`src/rtl/hazard_pkg.sv`:
```
// Shared types and helpers for the hazard controller: forward-select codes,
// Tnew/Tuse constants, the per-stage shadow record, and the match/select rules.
package hazard_pkg;

  localparam int unsigned HZ_REG_W  = 5;
  localparam int unsigned HZ_TIME_W = 2;

  typedef enum logic [1:0] {
    FWD_RF = 2'b00,
    FWD_W  = 2'b01,
    FWD_M  = 2'b10,
    FWD_E  = 2'b11
  } fwd_sel_e;

  localparam logic [HZ_TIME_W-1:0] TNEW_JAL  = HZ_TIME_W'(0);
  localparam logic [HZ_TIME_W-1:0] TNEW_ALU  = HZ_TIME_W'(1);
  localparam logic [HZ_TIME_W-1:0] TNEW_LOAD = HZ_TIME_W'(2);
  localparam logic [HZ_TIME_W-1:0] TUSE_NONE = HZ_TIME_W'(3);

  typedef struct packed {
    logic [HZ_REG_W-1:0]  WriteReg;
    logic                 RegWrite;
    logic [HZ_TIME_W-1:0] Tnew;
    logic [HZ_REG_W-1:0]  rs;
    logic [HZ_REG_W-1:0]  rt;
  } hz_stage_t;

  // $0 is hard-wired zero, so a write to it never produces a usable value.
  function automatic logic hz_match(hz_stage_t s, logic [HZ_REG_W-1:0] r);
    return (r != '0) && s.RegWrite && (s.WriteReg == r);
  endfunction

  function automatic logic hz_src_stall(logic [HZ_REG_W-1:0]  r,
                                        logic [HZ_TIME_W-1:0] tuse,
                                        hz_stage_t            e,
                                        hz_stage_t            m);
    return (hz_match(e, r) && (tuse < e.Tnew)) ||
           (hz_match(m, r) && (tuse < m.Tnew));
  endfunction

  function automatic fwd_sel_e hz_fwd_d(logic [HZ_REG_W-1:0] r,
                                        hz_stage_t e,
                                        hz_stage_t m,
                                        hz_stage_t w);
    if (hz_match(e, r) && (e.Tnew == '0)) return FWD_E;
    if (hz_match(m, r) && (m.Tnew == '0)) return FWD_M;
    if (hz_match(w, r))                   return FWD_W;
    return FWD_RF;
  endfunction

  function automatic fwd_sel_e hz_fwd_e(logic [HZ_REG_W-1:0] r,
                                        hz_stage_t m,
                                        hz_stage_t w);
    if (hz_match(m, r)) return FWD_M;
    if (hz_match(w, r)) return FWD_W;
    return FWD_RF;
  endfunction

endpackage

```
`src/rtl/hazard_ctrl_if.sv`:
```
// D-stage operand/destination info and the stall/forward controls exchanged
// between the pipeline datapath (master) and the hazard controller (slave).
interface hazard_ctrl_if
  import hazard_pkg::*;
#(
  parameter int unsigned REG_W  = HZ_REG_W,
  parameter int unsigned TIME_W = HZ_TIME_W
);

  logic [REG_W-1:0]  rsD;
  logic [REG_W-1:0]  rtD;
  logic [TIME_W-1:0] TuseRsD;
  logic [TIME_W-1:0] TuseRtD;
  logic [REG_W-1:0]  WriteRegD;
  logic              RegWriteD;
  logic [TIME_W-1:0] TnewD;
  logic              MdUseD;
  logic              MdBusyE;

  logic              StallF;
  logic              StallD;
  logic              FlushE;
  logic [1:0]        ForwardAD;
  logic [1:0]        ForwardBD;
  logic [1:0]        ForwardAE;
  logic [1:0]        ForwardBE;
  logic              ForwardBM;

  modport master (
    output rsD, rtD, TuseRsD, TuseRtD, WriteRegD, RegWriteD, TnewD, MdUseD, MdBusyE,
    input  StallF, StallD, FlushE, ForwardAD, ForwardBD, ForwardAE, ForwardBE, ForwardBM
  );

  modport slave (
    input  rsD, rtD, TuseRsD, TuseRtD, WriteRegD, RegWriteD, TnewD, MdUseD, MdBusyE,
    output StallF, StallD, FlushE, ForwardAD, ForwardBD, ForwardAE, ForwardBE, ForwardBM
  );

endinterface

```
`src/rtl/hazard_stage_reg.sv`:
```
// One pipeline-stage shadow of {WriteReg, RegWrite, Tnew, rs, rt} with
// synchronous clear, bubble insertion and optional saturating Tnew decrement.
module hazard_stage_reg
  import hazard_pkg::*;
#(
  parameter bit DEC_TNEW = 1'b1
) (
  input  logic      clk_i,
  input  logic      clear_i,
  input  logic      bubble_i,
  input  hz_stage_t stage_i,
  output hz_stage_t stage_o
);

  hz_stage_t stage_d;
  hz_stage_t stage_q;

  always_comb begin
    stage_d = stage_i;
    if (DEC_TNEW && (stage_i.Tnew != '0)) begin
      stage_d.Tnew = stage_i.Tnew - HZ_TIME_W'(1);
    end
    if (bubble_i) begin
      stage_d = '0;
    end
  end

  always_ff @(posedge clk_i) begin
    if (clear_i) begin
      stage_q <= '0;
    end else begin
      stage_q <= stage_d;
    end
  end

  assign stage_o = stage_q;

endmodule

```
`src/rtl/hazard_ctrl.sv`:
```
// Hazard controller for the 5-stage MIPS pipeline: tracks E/M/W writers,
// stalls D on Tuse/Tnew conflicts or busy mult/div, and selects forwards.
module hazard_ctrl
  import hazard_pkg::*;
(
  input  logic          clk,
  input  logic          reset,
  hazard_ctrl_if.slave  hz
);

  hz_stage_t stage_dec;
  hz_stage_t stage_e;
  hz_stage_t stage_m;
  hz_stage_t stage_w;
  logic      stall;
  logic      md_stall;
  logic      data_stall;
  logic      unused_fields;

  assign stage_dec = '{
    WriteReg: hz.WriteRegD,
    RegWrite: hz.RegWriteD,
    Tnew:     hz.TnewD,
    rs:       hz.rsD,
    rt:       hz.rtD
  };

  // E receives the raw D Tnew; decrements happen on the E->M and M->W moves,
  // so each shadow's Tnew is already the remaining latency at that stage.
  hazard_stage_reg #(.DEC_TNEW(1'b0)) u_stage_e (
    .clk_i    (clk),
    .clear_i  (reset),
    .bubble_i (stall),
    .stage_i  (stage_dec),
    .stage_o  (stage_e)
  );

  hazard_stage_reg #(.DEC_TNEW(1'b1)) u_stage_m (
    .clk_i    (clk),
    .clear_i  (reset),
    .bubble_i (1'b0),
    .stage_i  (stage_e),
    .stage_o  (stage_m)
  );

  hazard_stage_reg #(.DEC_TNEW(1'b1)) u_stage_w (
    .clk_i    (clk),
    .clear_i  (reset),
    .bubble_i (1'b0),
    .stage_i  (stage_m),
    .stage_o  (stage_w)
  );

  // Both causes collapse into one stall signal, so they never stack bubbles.
  assign md_stall   = hz.MdUseD && hz.MdBusyE;
  assign data_stall = hz_src_stall(hz.rsD, hz.TuseRsD, stage_e, stage_m) ||
                      hz_src_stall(hz.rtD, hz.TuseRtD, stage_e, stage_m);
  assign stall      = md_stall || data_stall;

  assign hz.StallF = stall;
  assign hz.StallD = stall;
  assign hz.FlushE = stall;

  assign hz.ForwardAD = hz_fwd_d(hz.rsD, stage_e, stage_m, stage_w);
  assign hz.ForwardBD = hz_fwd_d(hz.rtD, stage_e, stage_m, stage_w);
  assign hz.ForwardAE = hz_fwd_e(stage_e.rs, stage_m, stage_w);
  assign hz.ForwardBE = hz_fwd_e(stage_e.rt, stage_m, stage_w);
  assign hz.ForwardBM = hz_match(stage_w, stage_m.rt);

  assign unused_fields = ^{stage_m.rs, stage_w.rs, stage_w.rt, stage_w.Tnew};

endmodule

```
`src/flat_wrapper.sv`:
```
// flat-port wrapper written by rule: the top's interface ports become plain ports
module hazard_ctrl_flat import hazard_pkg::*;
  (clk, reset, hz_rsD, hz_rtD, hz_TuseRsD, hz_TuseRtD, hz_WriteRegD, hz_RegWriteD, hz_TnewD, hz_MdUseD, hz_MdBusyE, hz_StallF, hz_StallD, hz_FlushE, hz_ForwardAD, hz_ForwardBD, hz_ForwardAE, hz_ForwardBE, hz_ForwardBM);
  hazard_ctrl_if hz_i ();
  input  logic clk;
  input  logic reset;
  input wire logic [$bits(hz_i.rsD)-1:0] hz_rsD;
  input wire logic [$bits(hz_i.rtD)-1:0] hz_rtD;
  input wire logic [$bits(hz_i.TuseRsD)-1:0] hz_TuseRsD;
  input wire logic [$bits(hz_i.TuseRtD)-1:0] hz_TuseRtD;
  input wire logic [$bits(hz_i.WriteRegD)-1:0] hz_WriteRegD;
  input wire logic [$bits(hz_i.RegWriteD)-1:0] hz_RegWriteD;
  input wire logic [$bits(hz_i.TnewD)-1:0] hz_TnewD;
  input wire logic [$bits(hz_i.MdUseD)-1:0] hz_MdUseD;
  input wire logic [$bits(hz_i.MdBusyE)-1:0] hz_MdBusyE;
  output wire logic [$bits(hz_i.StallF)-1:0] hz_StallF;
  output wire logic [$bits(hz_i.StallD)-1:0] hz_StallD;
  output wire logic [$bits(hz_i.FlushE)-1:0] hz_FlushE;
  output wire logic [$bits(hz_i.ForwardAD)-1:0] hz_ForwardAD;
  output wire logic [$bits(hz_i.ForwardBD)-1:0] hz_ForwardBD;
  output wire logic [$bits(hz_i.ForwardAE)-1:0] hz_ForwardAE;
  output wire logic [$bits(hz_i.ForwardBE)-1:0] hz_ForwardBE;
  output wire logic [$bits(hz_i.ForwardBM)-1:0] hz_ForwardBM;
  assign hz_i.rsD = hz_rsD;
  assign hz_i.rtD = hz_rtD;
  assign hz_i.TuseRsD = hz_TuseRsD;
  assign hz_i.TuseRtD = hz_TuseRtD;
  assign hz_i.WriteRegD = hz_WriteRegD;
  assign hz_i.RegWriteD = hz_RegWriteD;
  assign hz_i.TnewD = hz_TnewD;
  assign hz_i.MdUseD = hz_MdUseD;
  assign hz_i.MdBusyE = hz_MdBusyE;
  assign hz_StallF = hz_i.StallF;
  assign hz_StallD = hz_i.StallD;
  assign hz_FlushE = hz_i.FlushE;
  assign hz_ForwardAD = hz_i.ForwardAD;
  assign hz_ForwardBD = hz_i.ForwardBD;
  assign hz_ForwardAE = hz_i.ForwardAE;
  assign hz_ForwardBE = hz_i.ForwardBE;
  assign hz_ForwardBM = hz_i.ForwardBM;
  hazard_ctrl u_core (.clk(clk), .reset(reset), .hz(hz_i));
endmodule
```
`config.mk`:
```
export PLATFORM = sky130hd
export DESIGN_NAME = hazard_ctrl_flat
export DESIGN_NICKNAME = d
export VERILOG_FILES = /design/src/rtl/hazard_pkg.sv /design/src/rtl/hazard_ctrl_if.sv /design/src/rtl/hazard_stage_reg.sv /design/src/rtl/hazard_ctrl.sv /design/src/flat_wrapper.sv
export SDC_FILE = /design/constraint.sdc
export NUM_CORES = 1
export LEC_CHECK = 0
export ABC_AREA = 1
export CORE_ASPECT_RATIO = 1.4
export CORE_MARGIN = 3
export CORE_UTILIZATION = 47
export CTS_CLUSTER_DIAMETER = 40
export DETAILED_ROUTE_END_ITERATION = 8
export GPL_TIMING_DRIVEN = 0
export PLACE_DENSITY = 0.85
export SYNTH_ARGS = -nofsm -noshare
export SYNTH_HDL_FRONTEND = slang
export SYNTH_SLANG_ARGS = --single-unit
```
`constraint.sdc`:
```
create_clock -name clk -period 1.5 [get_ports clk]
set_input_delay 0.225 -clock clk [delete_from_list [all_inputs] [get_ports clk]]
set_output_delay 0.225 -clock clk [all_outputs]
set_load 0.005 [all_outputs]
```
Run 1, wiring by layer:
Scale: 4 px per µm.
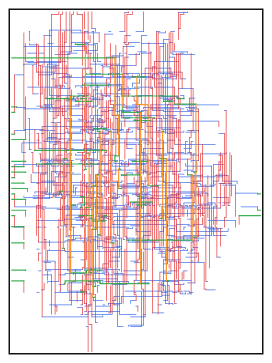
Key: orange = M4 [wire length 457 µm]; blue = M1 [wire length 2,270 µm]; red = M2 [wire length 3,550 µm]; green = M3 [wire length 294 µm]

Run 1, the metal 3 layer:
Scale: 3 px per µm.
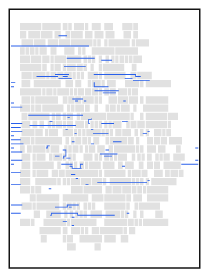
The wires run mostly horizontal. 53 nets have wire on it.

Run 1, clock nets:
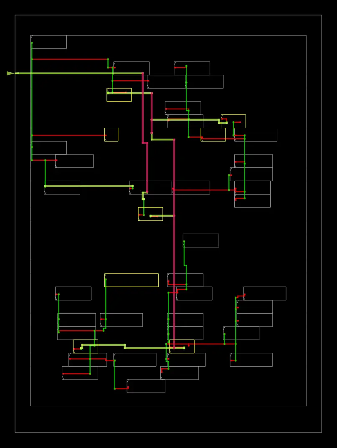
CLK BUF: 6
Sink Count: 37
Flops: 37
Clk power: 0.921 mW
total CTS buffers: 5

==> results.cfg, run 1 <==
; implementation run metrics
[floorplan]
core_area_um2 = 4310
die_width_um = 63.0
num_tap_cells = 60

[detailed_routing]
met2_length_um = 3550
drt-vias-per-instance = 5.30
drc = 0

[synthesis]
postSynth.asyncResetShare = 0
top_area_frac = 0.347
edf_count = 0
yosys_most_used_dff = dfxtp_1
synth.cells.most_frequent = nand2_1 (76), inv_1 (44), nor2_1 (40)

[critical_path]
worst_setup_path_end_kind = primary output
crit_type = reg -> out
cpMaxStageDelayCell = dfxtp_4

[finish]
fin_area_um2 = 3060

[grt]
busiest_layer = met2
grt_max_degree = 13

[cts]
cts_root_buffer = clkbuf_8

[final_timing]
setup_viol = 30
clock-skew-final_ps = 10.3
tightest_slew_ps = 293
finalWorstSetupSlack_ps = -406

[status]
violations = negative setup slack
status = complete, but fails checks
==> run 1: worst reg2reg max path: stages, from the launching register on <==
cell and delay, ps:
dfxtp_1 330, inv_2 70, ha_1 270, o21ai_0 100
nand2_1 100, nor2_2 170, nor2_4 60, buf_6 110
buf_6 100, nand3_4 90, buf_12 130, buf_12 120
nor2_2 40
==> run 1: cells in the final DEF, fill, tap and decap left out, drive strengths merged, types with 3 or more instances in the layout <==
master,synthesis,layout
xnor2,11,11
nand3,13,13
a21oi,9,9
inv,58,58
nand4,9,9
dlygate4sd2,0,11
nor3,7,7
buf,3,33
clkbuf,6,8
clkdlybuf4s50,0,13
xor2,10,10
dfxtp,37,37
o21ai,5,5
nor2,54,54
nor4,3,3
nand2,77,77
ha,4,4
o22ai,4,4
==> run 1: logic make-up after synthesis <==
| kind of cell | share of synthesized area |
|---|---|
| xor gates and xnor gates | 0.0861 |
| AOI/OAI and AO/OA | 0.0721 |
| adders and majority gates | 0.0234 |
| buffers and inverters | 0.127 |
| and+or+nand+nor | 0.345 |
| DFF | 0.347 |
==> run 1: power by group <==
part	switching, mW	total [mW]	internal (mW)
logic	0.264	0.492	0.229
clock network	0.381	0.921	0.540
registers	0.0507	1.07	1.02
==> run 1: what timing repair did <==
item | 4_1_cts | 5_1_grt
cloned | 1 | 0
endpoints found under the setup margin | 40 | 39
setup buffers | 14 | 5
gates resized | 115 | 42
endpoints found under the hold margin | 0 | 0
pin swaps | 34 | 23
==> run 1: sequential cells by signal, indices dropped and copies added (netlist names) <==
name	count
u_core.u_stage_w.stage_o	6
u_core.u_stage_m.stage_o	13
u_core.u_stage_e.stage_o	18
==> run 1: stage by stage <==
stage	setup slack [ps]	std cells
detailed placement	-930	414
CTS	-375	433
finish	-406	436
floorplan	84.4	317
global route	-500	436
global placement	-909	414
==> inputs of run 2 (changes only) <==
--- a/config.mk
+++ b/config.mk
@@ -13,6 +13,7 @@
 export DETAILED_ROUTE_END_ITERATION = 8
 export GPL_TIMING_DRIVEN = 0
 export PLACE_DENSITY = 0.85
+export SLEW_MARGIN = 10
 export SYNTH_ARGS = -nofsm -noshare
 export SYNTH_HDL_FRONTEND = slang
 export SYNTH_SLANG_ARGS = --single-unit
Run 2, wiring by layer:
Scale: 4 px per µm.
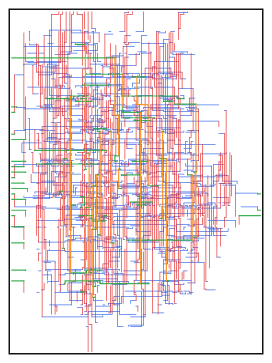
gr usage total: 0.248
total wire length: 6570 µm
total number of vias: 2,311
DR WL/cell: 15.1 µm

Run 2, clock nets:
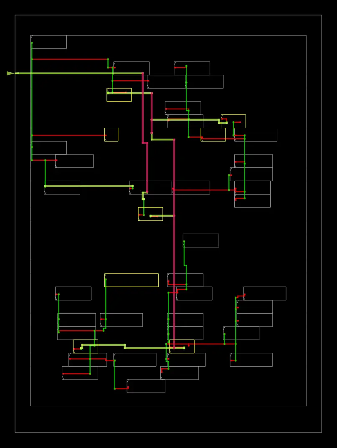
Latency at later pin: 310 ps
clock skew: 10.3 ps

==> results.cfg, run 2 <==
; implementation run metrics
[critical_path]
worst_setup_path_end_kind = primary output
crit_type = reg -> out
cpMaxStageDelayCell = dfxtp_4
crit_fanout = 5
reg2reg_to = u_core.u_stage_e.stage_o[0]
rr_startpoint = u_core.u_stage_e.stage_o[11]
startpoint = u_core.u_stage_m.stage_o[16]

[finish]
lay_top_cells = nand2_1 (68), inv_1 (36), nor2_1 (27), nor2_2 (20), dfxtp_1 (19)
instances_no_fill = 436
layout_top_cell = nand2_1
largest_register_ffs = 18

[status]
violations = negative setup slack
status = complete, but fails checks

[synthesis]
synth.cells.most_frequent = nand2_1 (76), inv_1 (44), nor2_1 (40)
postSynth.asyncResetShare = 0
edf_count = 0
top_area_frac = 0.347
yosys_most_used_dff = dfxtp_1

[grt]
busiest_layer = met2
grt_max_degree = 13

[floorplan]
io_pins = 38
die_width_um = 63.0
fp-row-count = 28
core_area_um2 = 4310

[final_timing]
tightest_slew_ps = 293
finalWorstSetupSlack_ps = -406
holdWs_ps = 383
setup_viol = 30
max_clock_freq_ghz = 0.525
post-route-min-period_ps = 1910

[detailed_routing]
drt-vias-per-instance = 5.30
drc = 0

[cts]
cts_root_buffer = clkbuf_8
clock_sinks = 37
numCtsBuffers = 5

[placed_design]
place_inst = 414
[run 2: timing repair]
item	CTS	global route
pin swaps	34	23
buffers inserted	14	5
setup endpoints to repair	40	39
cloned	1	0
gates resized	115	42
[run 2: cell type report]
type,instances,area [µm²]
clock inverters,2,37.5
plain buffers,5,52.6
repair buffers,55,493
multi-input cells,213,1310
clock buffers,6,82.6
fillers,312,1250
inverters,58,230
flip-flops and latches,37,781
well taps,60,75.1
[run 2: cell families after synthesis]
| logic type | count (synthesis) | share of synthesized area |
|---|---|---|
| buf+inv | 67 | 0.127 |
| compound gates | 25 | 0.0721 |
| fa+ha+maj | 4 | 0.0234 |
| simple gates | 163 | 0.345 |
| xor+xnor | 21 | 0.0861 |
| flops | 37 | 0.347 |
[run 2: layer usage]
metal	vias up	share of wire
met5	-	0
met4	0	0.070
met3	43	0.045
met2	100	0.54
met1	1065	0.35
li1	1103	-
[run 2: stage by stage]
stage | power [mW] | utilization | cell area, µm² | setup slack [ps]
global route | 2.57 | 0.710 | 3060 | -500
global placement | 1.47 | 0.599 | 2580 | -909
detailed placement | 1.48 | 0.599 | 2580 | -930
CTS | 2.42 | 0.672 | 2900 | -375
floorplan | 1.32 | - | 2140 | 84.4
finish | 2.48 | 0.710 | 3060 | -406
[run 2: power breakdown]
| part | internal [mW] | switching (mW) | leakage [nW] |
|---|---|---|---|
| combinational | 0.229 | 0.264 | 1.05 |
| sequential | 1.02 | 0.0507 | 0.313 |
| clock | 0.540 | 0.381 | 0.0574 |
| total | 1.79 | 0.695 | 1.42 |
[run 2: worst max-delay path: cells and delay by family (launching register included)]
kind / cells / cell delay, ps
AND-OR/OR-AND: 1 / 110
flip-flops: 1 / 400
AND/OR/NAND/NOR: 5 / 490
buffers and inverters: 3 / 370
No activity file was given, so power comes from the tool's default toggle rates.
